wires.png
Scale bar: 50 µm.
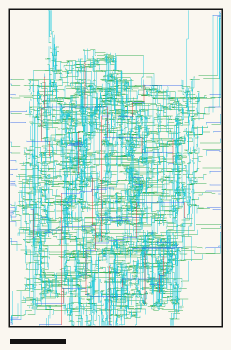
congestion.png
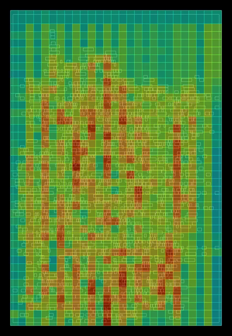
flops_by_reg.png
Scale bar: 50 µm. Other sequential cells in the stronger gray, the rest of the logic in the fainter gray.
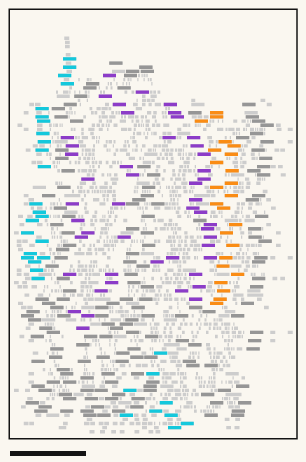
detail.png
Scale bar: 5 µm. Window x 84 to 104, y 187 to 207 µm. Cells in gray, sequential cells in the stronger gray; small squares are vias.
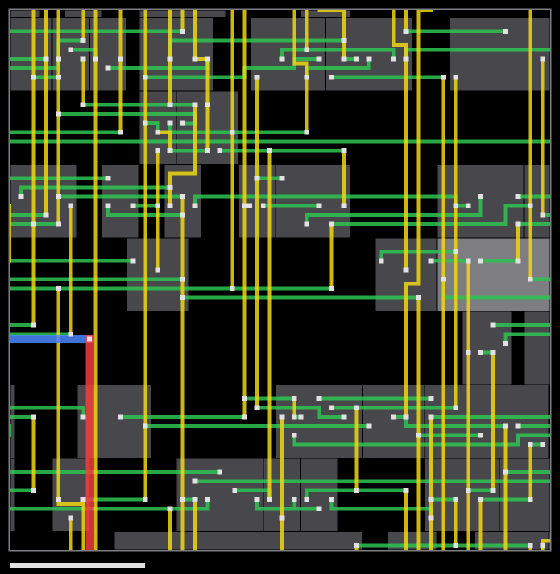
`src/rtl/seq_fp_multiplier.sv`:
```
// Sequential IEEE754 single-precision multiplier: iterative shift-add mantissa
// datapath behind a ready/done handshake, with flush-to-zero and round-to-nearest-even.
module seq_fp_multiplier #(
  parameter int BITS_PER_CYCLE = 1
) (
  input  logic        clk,
  input  logic        rst,
  input  logic        ready,
  input  logic [31:0] op1,
  input  logic [31:0] op2,
  output logic [31:0] res,
  output logic        done
);
  localparam int K  = BITS_PER_CYCLE;
  localparam int N  = 24 / K;
  localparam int CW = (N > 1) ? $clog2(N) : 1;

  typedef enum logic [2:0] {
    IDLE  = 3'd0,
    CHECK = 3'd1,
    MUL   = 3'd2,
    NORM  = 3'd3,
    ROUND = 3'd4,
    DONE  = 3'd5
  } state_t;

  state_t             state_reg;
  logic [31:0]        op1_reg, op2_reg;
  logic [47:0]        mcand_reg, acc_reg;
  logic [23:0]        mult_reg, mant_reg;
  logic [CW-1:0]      cnt_reg;
  logic signed [9:0]  exp_reg;
  logic               sign_reg, guard_reg, sticky_reg;

  logic [7:0]  e1, e2;
  logic        nan1, nan2, inf1, inf2, zero1, zero2, sign_in;
  assign e1      = op1_reg[30:23];
  assign e2      = op2_reg[30:23];
  assign nan1    = (e1 == 8'hFF) && (op1_reg[22:0] != 23'd0);
  assign nan2    = (e2 == 8'hFF) && (op2_reg[22:0] != 23'd0);
  assign inf1    = (e1 == 8'hFF) && (op1_reg[22:0] == 23'd0);
  assign inf2    = (e2 == 8'hFF) && (op2_reg[22:0] == 23'd0);
  // Denormals are flushed, so any zero exponent counts as zero.
  assign zero1   = (e1 == 8'd0);
  assign zero2   = (e2 == 8'd0);
  assign sign_in = op1_reg[31] ^ op2_reg[31];

  // Sum of the multiplicand shifted by each set bit of the current multiplier chunk.
  logic [47:0] partial;
  always_comb begin
    partial = '0;
    for (int i = 0; i < K; i++) begin
      if (mult_reg[i]) partial = partial + (mcand_reg << i);
    end
  end

  logic              round_up;
  logic [24:0]       mant_inc;
  logic [23:0]       mant_fin;
  logic signed [9:0] exp_fin;
  always_comb begin
    round_up = guard_reg & (sticky_reg | mant_reg[0]);
    mant_inc = {1'b0, mant_reg} + {24'd0, round_up};
    mant_fin = mant_inc[23:0];
    exp_fin  = exp_reg;
    if (mant_inc[24]) begin
      mant_fin = 24'h800000;
      exp_fin  = exp_reg + 10'sd1;
    end
  end

  always_ff @(posedge clk or negedge rst) begin
    if (!rst) begin
      state_reg  <= IDLE;
      op1_reg    <= '0;
      op2_reg    <= '0;
      mcand_reg  <= '0;
      acc_reg    <= '0;
      mult_reg   <= '0;
      mant_reg   <= '0;
      cnt_reg    <= '0;
      exp_reg    <= '0;
      sign_reg   <= 1'b0;
      guard_reg  <= 1'b0;
      sticky_reg <= 1'b0;
      res        <= '0;
      done       <= 1'b0;
    end else begin
      case (state_reg)
        IDLE, DONE: begin
          if (ready) begin
            op1_reg   <= op1;
            op2_reg   <= op2;
            done      <= 1'b0;
            state_reg <= CHECK;
          end
        end
        CHECK: begin
          sign_reg <= sign_in;
          if (nan1 || nan2 || (inf1 && zero2) || (inf2 && zero1)) begin
            res       <= 32'h7FC00000;
            done      <= 1'b1;
            state_reg <= DONE;
          end else if (inf1 || inf2) begin
            res       <= {sign_in, 8'hFF, 23'd0};
            done      <= 1'b1;
            state_reg <= DONE;
          end else if (zero1 || zero2) begin
            res       <= {sign_in, 31'd0};
            done      <= 1'b1;
            state_reg <= DONE;
          end else begin
            mcand_reg <= {24'd0, 1'b1, op1_reg[22:0]};
            mult_reg  <= {1'b1, op2_reg[22:0]};
            acc_reg   <= '0;
            cnt_reg   <= '0;
            exp_reg   <= $signed({2'b00, e1}) + $signed({2'b00, e2}) - 10'sd127;
            state_reg <= MUL;
          end
        end
        MUL: begin
          acc_reg   <= acc_reg + partial;
          mcand_reg <= mcand_reg << K;
          mult_reg  <= mult_reg >> K;
          cnt_reg   <= cnt_reg + 1'b1;
          if (cnt_reg == CW'(N - 1)) state_reg <= NORM;
        end
        NORM: begin
          if (acc_reg[47]) begin
            mant_reg   <= acc_reg[47:24];
            guard_reg  <= acc_reg[23];
            sticky_reg <= |acc_reg[22:0];
            exp_reg    <= exp_reg + 10'sd1;
          end else begin
            mant_reg   <= acc_reg[46:23];
            guard_reg  <= acc_reg[22];
            sticky_reg <= |acc_reg[21:0];
          end
          state_reg <= ROUND;
        end
        ROUND: begin
          if (exp_fin >= 10'sd255)   res <= {sign_reg, 8'hFF, 23'd0};
          else if (exp_fin <= 10'sd0) res <= {sign_reg, 31'd0};
          else                        res <= {sign_reg, exp_fin[7:0], mant_fin[22:0]};
          done      <= 1'b1;
          state_reg <= DONE;
        end
        default: state_reg <= IDLE;
      endcase
    end
  end
endmodule

```
`config.mk`:
```
export PLATFORM = sky130hd
export DESIGN_NAME = seq_fp_multiplier
export DESIGN_NICKNAME = d
export VERILOG_FILES = /design/src/rtl/seq_fp_multiplier.sv
export SDC_FILE = /design/constraint.sdc
export NUM_CORES = 1
export LEC_CHECK = 0
export CAP_MARGIN = 20
export CORE_AREA = 2 2 186 279
export CTS_BUF_LIST = sky130_fd_sc_hd__clkbuf_16
export CTS_CLUSTER_DIAMETER = 60
export DETAILED_ROUTE_END_ITERATION = 7
export DIE_AREA = 0 0 188 281
export PLACE_DENSITY_LB_ADDON = 0.25
export SYNTH_ARGS = -nofsm -noshare
export SYNTH_HDL_FRONTEND = slang
export SYNTH_SLANG_ARGS = --single-unit
```
`constraint.sdc`:
```
create_clock -name clk -period 3.65 [get_ports clk]
set_input_delay 0.9125 -clock clk [delete_from_list [all_inputs] [get_ports clk]]
set_output_delay 0.9125 -clock clk [all_outputs]
set_load 0.005 [all_outputs]
```
==> GITHUB_STEP_SUMMARY <==
### Metrics collected by this job

| Metric | Value |
|---|---|
| Most numerous logic cell after layout | nand2_1 |
| CP required | 4080 ps |
| Fin cells | 2430 |
| Status | finished, final reports clean |
| Most frequent cells in the layout | 286 x nand2_1, 262 x dfrtp_1, 140 x o21ai_0 |
| First-pass GRT wire length | 63300 µm |
| Vias in the first global route | 12.2k |
| Seq share, synth | 43.8% |
| Final worst path period need | 3410 ps |
| Synth warn | 0 |
| Mux area share | 6.31% |
| NetSw | 5.32 mW |
| Final hold slack | 331 ps |
| Total track usage | 14.4% |
| Final slew viol count | 0 |
| Buf/Inv on CP | 2 |
| Largest net degree at the start of global routing | 83 |
| Hold Violations, Final | 0 |
| Critical path arrival | 3840 ps |
| Main area contributors | dfrtp_1 44%, nand2_1 7.2%, ha_1 5.5% |
| Crit-path cells | buf_12 > and2_1 > ha_1 > a211o_1 > a211oi_1 > o31ai_1 > a221oi_2 > a31oi_2 > o21ai_2 > o21ai_1 > buf_4 > a221oi_2 > xor2_1 > o21ai_0 |
| H-tree Lvls | 1 |
| Synth top cells by count | 288 x nand2_1, 262 x dfrtp_1, 140 x o21ai_0 |
| Synth-to-Final Area Change | 20.3% |
| Buffers excl. clock | 151 |
| Post-Synth Simple-Gate Area | 20.1% |
| Clk buf depth | 3 |
| Worst R2R Start | mult_reg[0] |
| Clk_buf instances | 30 |
| DRC viols | 0 |
| Max FO, Critical Path | 18 |
| Die area | 52800 µm² |
| Nonclk inv count | 28 |
| Leak | 7.77 nW |
| Comb area share | 44.4% |
| Seq pwr share | 35.1% |
| Max incr delay on CP | 450 ps |
| Critical Path Sink Type | register |
| Die extent in y | 281 µm |
| Cell type with the largest total area | dfrtp_1 |
| # clock sinks | 262 |
| # nets final | 1873 |
| Power per cell area | 759 nW/µm² |
| Syn_area_per_cell | 9.08 µm² |
| Unique cell types | 73 |
| Seq_cells | 262 |
| OpenROAD warning count | 26 |
| Root Driver | clkbuf_16 |
| Comb_multi_in | 1265 |
| Hpwl dp | 27700 µm |
| I/O pins | 100 |
| Post-synth regs | 262 |
| Setup crit end | acc_reg[42] |
| Fa+ha+maj area frac | 5.78% |
| Crit path depth | 14 |
| Row count | 101 |
| Ant diodes | 0 |
| Grt met2 use | 26.6% |
| Drt wl/cell | 15.4 µm |
| Max Freq | 293 MHz |
| DRT iter0 DRCs | 476 |
| Vias | 11.9k |
| Final clock skew | 22.6 ps |
| TritonCTS clock tree | done |
| Reg-to-reg endpoint | acc_reg[42] |
| DR pass1 iterations | 5 |
| Post-Route WL | 37500 µm |
| GR Overflow Total | 0 |
| Clk_lat worst skew | 580 ps |
| Power Internal | 8.36 mW |
| Sw frac | 38.9% |
| # port buffers | 99 |
| CTS clk-pin slew, worst paths | 60 ps |
| Final critical-path share of the clock period | 93.5% |
| GPL Wtd Cong | 0.838 |
| Clock Power Share | 23.4% |
| GR Layer Usage met3 | 1.56% |
| Die Wd | 188 µm |
| Max_slew headroom | 33.4% |
| Top Metal Used | met4 |
| Crit path max-delay family | AND-OR/OR-AND gates |
## Picture notes: wires.png
layer	color	wire length
metal 3	blue	1060 µm
metal 4	red	793 µm
metal 1	green	16400 µm
metal 2	cyan	19300 µm

## Picture notes: congestion.png
GR peak layer: met2
Global Route met1 Usage: 17.6%

## Picture notes: flops_by_reg.png
name in the netlist	color	placed flops
op1_reg	cyan	32
acc_reg	purple	48
mant_reg	orange	24
not colored	158
Seq area share: 36.4%
Core Util, Final: 35.8%
Sequential Area: 6560 µm²
Seq group: 4.80 mW

## Picture notes: detail.png
layer	color
metal 4	red
metal 1	green
metal 3	blue
metal 2	yellow
cells with their middle in the window	28
most frequent	nand2_1 (6), a21o_1 (3)
sequential cells in the window	0

Power and IR drop assume default switching activity.
